### config.mk
export PLATFORM = sky130hd
export DESIGN_NAME = gray_monitor
export DESIGN_NICKNAME = d
export VERILOG_FILES = /design/src/rtl/gray_monitor.sv
export SDC_FILE = /design/constraint.sdc
export NUM_CORES = 1
export LEC_CHECK = 0
export ABC_AREA = 1
export CAP_MARGIN = 15
export CORE_UTILIZATION = 34
export CTS_BUF_LIST = sky130_fd_sc_hd__clkbuf_4 sky130_fd_sc_hd__clkbuf_8
export CTS_CLUSTER_DIAMETER = 100
export DETAILED_ROUTE_END_ITERATION = 12
export GPL_ROUTABILITY_DRIVEN = 0
export PLACE_DENSITY = 0.62
export SYNTH_ARGS = -nofsm -noshare
export SYNTH_HDL_FRONTEND = slang
export SYNTH_SLANG_ARGS = --single-unit
### constraint.sdc
create_clock -name Clk -period 2.3 [get_ports Clk]
set_input_delay 0.46 -clock Clk [delete_from_list [all_inputs] [get_ports Clk]]
set_output_delay 0.46 -clock Clk [all_outputs]
set_load 0.005 [all_outputs]
### src/rtl/gray_monitor.sv
// rtl/gray_monitor.sv - Gray code sequence monitor: decodes, checks +1 steps, counts, flags wrap and faults
module gray_monitor #(
    parameter int WIDTH = 3,
    parameter int CNT_W = 16
) (
    input  logic             Clk,
    input  logic             Reset,
    input  logic [WIDTH-1:0] Gray_In,
    input  logic             Valid,
    input  logic             Resync,
    output logic [WIDTH-1:0] Binary,
    output logic [CNT_W-1:0] Step_Count,
    output logic             Wrap,
    output logic             Locked,
    output logic             Error
);

    typedef enum logic [1:0] {
        IDLE  = 2'd0,
        TRACK = 2'd1,
        FAULT = 2'd2
    } state_t;

    state_t           state_q, state_n;
    logic [WIDTH-1:0] prev_q, prev_n;
    logic [WIDTH-1:0] binary_q, binary_n;
    logic [CNT_W-1:0] step_q, step_n;
    logic             wrap_q, wrap_n;
    logic             locked_q, locked_n;
    logic             error_q, error_n;

    logic [WIDTH-1:0] dec;
    logic [WIDTH-1:0] prev_inc;
    logic [CNT_W-1:0] step_inc;

    // Each binary bit is the XOR of its Gray bit and every bit above it.
    always_comb begin
        dec = '0;
        for (int i = 0; i < WIDTH; i++) begin
            dec[i] = ^(Gray_In >> i);
        end
    end

    assign prev_inc = prev_q + 1'b1;
    assign step_inc = (step_q == {CNT_W{1'b1}}) ? step_q : step_q + 1'b1;

    always_comb begin
        state_n  = state_q;
        prev_n   = prev_q;
        binary_n = binary_q;
        step_n   = step_q;
        wrap_n   = 1'b0;
        locked_n = locked_q;
        error_n  = error_q;

        if (Resync) begin
            // Re-acquire: outputs that describe history (Binary, count) are kept.
            state_n  = IDLE;
            locked_n = 1'b0;
            error_n  = 1'b0;
        end else if (Valid) begin
            case (state_q)
                IDLE: begin
                    prev_n   = dec;
                    binary_n = dec;
                    locked_n = 1'b1;
                    state_n  = TRACK;
                end
                TRACK: begin
                    if (dec == prev_q) begin
                        state_n = TRACK;
                    end else if (dec == prev_inc) begin
                        prev_n   = dec;
                        binary_n = dec;
                        step_n   = step_inc;
                        wrap_n   = (prev_q == {WIDTH{1'b1}});
                    end else begin
                        prev_n   = dec;
                        binary_n = dec;
                        error_n  = 1'b1;
                        locked_n = 1'b0;
                        state_n  = FAULT;
                    end
                end
                FAULT: begin
                    prev_n   = dec;
                    binary_n = dec;
                end
                default: begin
                    state_n  = IDLE;
                    locked_n = 1'b0;
                end
            endcase
        end
    end

    always_ff @(posedge Clk) begin
        if (Reset) begin
            state_q  <= IDLE;
            prev_q   <= '0;
            binary_q <= '0;
            step_q   <= '0;
            wrap_q   <= 1'b0;
            locked_q <= 1'b0;
            error_q  <= 1'b0;
        end else begin
            state_q  <= state_n;
            prev_q   <= prev_n;
            binary_q <= binary_n;
            step_q   <= step_n;
            wrap_q   <= wrap_n;
            locked_q <= locked_n;
            error_q  <= error_n;
        end
    end

    assign Binary     = binary_q;
    assign Step_Count = step_q;
    assign Wrap       = wrap_q;
    assign Locked     = locked_q;
    assign Error      = error_q;

endmodule

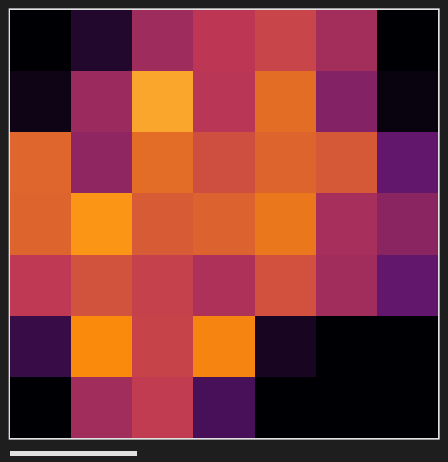
(placement density heat map)
Bar = 20 um. 7 x 7 tiles, from black (low) to pale yellow (high), 0 to 100% covered.
nearly empty tiles: 16%
emptiest ninth of the die: lower right
mean over tiles: 40%
fullest tile: 80%
tiles over 75% full: 4.1%
Core Area: 4060 um^2
Layout Utilization: 0.461
fp util: 0.361

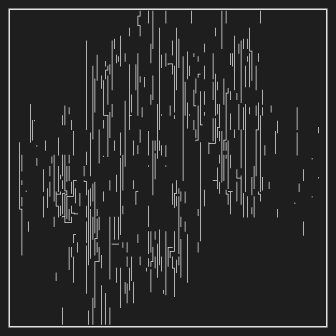
(met2 routing)
main direction: vertical
share of all routed wire: 42%
drt total wl: 3.29 mm
met2 usage: 0.248
vias post-DR: 1444

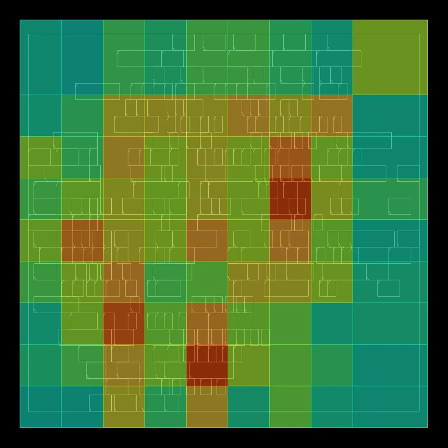
(routing congestion)
GRT Max-Usage Layer: met2
wire length per cell: 11.0 um
gr usage total: 0.161
GR Util met1: 0.221
GR Util met3: 0.0372

==> out/results.ini <==
[route]
avgViaCountPerCell = 4.85
route.top_layer_used = met4
drc_errors = 0
postRouteAntennaNets = 0
drt-initial-drc-count = 54
wirelength_met1_mm = 1.73

[grt]
grt_start_max_net_pins = 22
antenna_found_initial = 0

[cts]
root_buffer = clkbuf_8
clk_latency_ns = 0.27
postCtsResizedCells = 0
cts_inserted_buffers = 3
cts_tree = built
cts.reportedPaths.clkPinSlew_ns = 0.08

[power]
p_seq_frac = 0.518
p_comb_frac = 0.134
switching_share = 0.249
p_leak_nw = 0.688
p_clk_frac = 0.349
switching_power_w = 0.000205
max-vdd-ir-drop_v = 0.000368

[logic_synthesis]
ys_seq_frac = 0.328
numSynthFlops = 24
avgSynthCellArea_um2 = 6.78
ys_cells = 216
yosysChipArea_um2 = 1460
synth.distinct_cells = 25

[final_timing]
setup_tns_ns = 0
fmax_mhz = 516
period_minus_slack_ns = 1.94
slew_headroom = 0.801
tightest_slew_ns = 0.298
finalSetupViolCount = 0
hold_viol = 0
clock-skew-final_ns = 0.0118
rsz0062_at_grt = no
finalCritPeriodShare = 0.843

[placed_design]
hpwl_mm = 2.54

[floorplan]
dieWidth_um = 67.6
io-pin-count = 29
chip_area_um2 = 4570
std_cell_rows = 23

[status]
outcome = finished, final reports clean

[layout]
regArea_um2 = 480
fin_nets = 259
area.combinational_um2 = 871
drive_gt1_frac = 0.0887

[critical_path]
worst_setup_path_end_kind = register
cp_slowest_cell = clkdlybuf4s50_1
crit_chain = clkdlybuf4s50_1, nand2_2, nand3_1, nand3_1, nand2_2, nand3_4, nor2_4, buf_12, nand2_1, a21oi_1
arrival_ns = 2.13
critPathRequiredTime_ns = 2.49

[worst_hold_path]
hp-class = register to register

[run]
warnings = 26

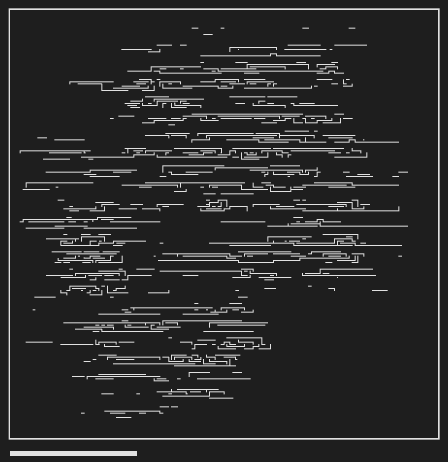
(M1 wires)
Bar = 20 um.
nets with wire on the layer: 228
wire length on this layer: 1730 um
share of all routed wire: 52%
longest straight run: 17.5 um
main direction: horizontal

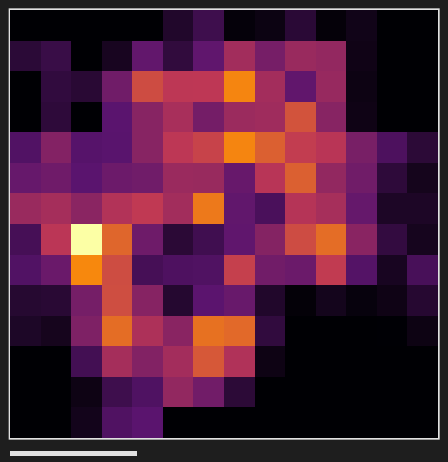
(wire density map)
Bar = 20 um. 14 x 14 tiles, from black (low) to pale yellow (high), scaled to the fullest tile. Values are wire area over tile area, all layers added.
fullest tile: 0.49
mean over tiles: 0.11
emptiest ninth of the die: lower right
densest ninth of the die: middle left
nearly empty tiles: 26%

==> stage by stage <==
step                area, um^2  worst slack, ns  hold WS (ns)  cells
floorplan                 1460            0.553         0.445    216
global placement          1810            0.119         0.449    294
detailed placement        1810           0.0742         0.450    294
CTS                       1870            0.345         0.471    298
global route              1870            0.162         0.482    298
finish                    1870            0.360         0.463    298
==> power by group through the flow <==
stage / clock network [W] / registers, W / logic, W
floorplan: 0 / 0.000436 / 0.0000728
global placement: 0 / 0.000438 / 0.000110
detailed placement: 0 / 0.000437 / 0.000111
CTS: 0.000299 / 0.000428 / 0.000111
global route: 0.000311 / 0.000429 / 0.000123
finish: 0.000288 / 0.000428 / 0.000110
==> worst paths after layout <==
kind | startpoint | end | slack (ns) | cells past startpoint
worst max-delay path | Gray_In[2] | Step_Count[14] | 0.36 | 10
worst min-delay path | Error | Error | 0.46 | 2
worst max register to register | Binary[0] | Step_Count[14] | 0.38 | 10
worst min register to register | Error | Error | 0.46 | 2
==> layer usage <==
metal,global-route usage,vias to the layer above
li1,-,772
met1,0.221,643
met2,0.248,27
met3,0.0372,2
met4,0.0452,0
met5,0,-
==> logic make-up (layout without fill, tap and decap cells) <==
family / count (synthesis) / after routing / share of synthesized area
AOI/OAI and AO/OA: 35 / 35 / 0.122
and+or+nand+nor: 120 / 120 / 0.375
buffers and inverters: 22 / 54 / 0.0769
xor gates and xnor gates: 12 / 12 / 0.0718
adders and majority gates: 3 / 3 / 0.0256
DFF: 24 / 24 / 0.328
==> critical path: cells and delay by family <==
family | cells | cell delay [ns]
and+or+nand+nor | 7 | 0.74
AOI/OAI and AO/OA | 1 | 0.14
buffers and inverters | 2 | 0.78
==> registers in the layout (all words and copies together), names as in the netlist <==
register	flops
Binary	3
Error	1
Locked	1
Step_Count	16
Wrap	1
state_q	2
==> Yosys cell counts (all sizes together) <==
library cell and n:
clkbuf 1, nand2 56, buf 5, o21ai 13, xnor2 6, nor3 5
dfxtp 24, nand4 3, ha 3, nor2 33, nand3 23, inv 16
a21oi 22, xor2 6
==> area by class of cell <==
| type | count | area share |
|---|---|---|
| Timing Repair Buffer | 34 | 0.181 |
| Sequential cell | 24 | 0.257 |
| Tap cell | 50 | 0.0335 |
| Clock buffer | 4 | 0.0295 |
| Multi-Input combinational cell | 170 | 0.466 |
| Inverter | 16 | 0.0335 |
==> cells in the final DEF, fill, tap and decap left out, types with 2 or more instances in the layout <==
master	n
dfxtp_1	24
clkdlybuf4s50_1	28
clkbuf_8	4
buf_4	5
nor2_1	30
nor2_4	2
nand2_2	3
nor3_1	4
ha_1	3
a21oi_1	21
o21ai_0	13
xnor2_1	6
inv_1	14
nand2_1	52
nand4_1	3
nand3_1	22
xor2_1	6
Power figures rest on the tool's default switching activity, not on a simulated workload.
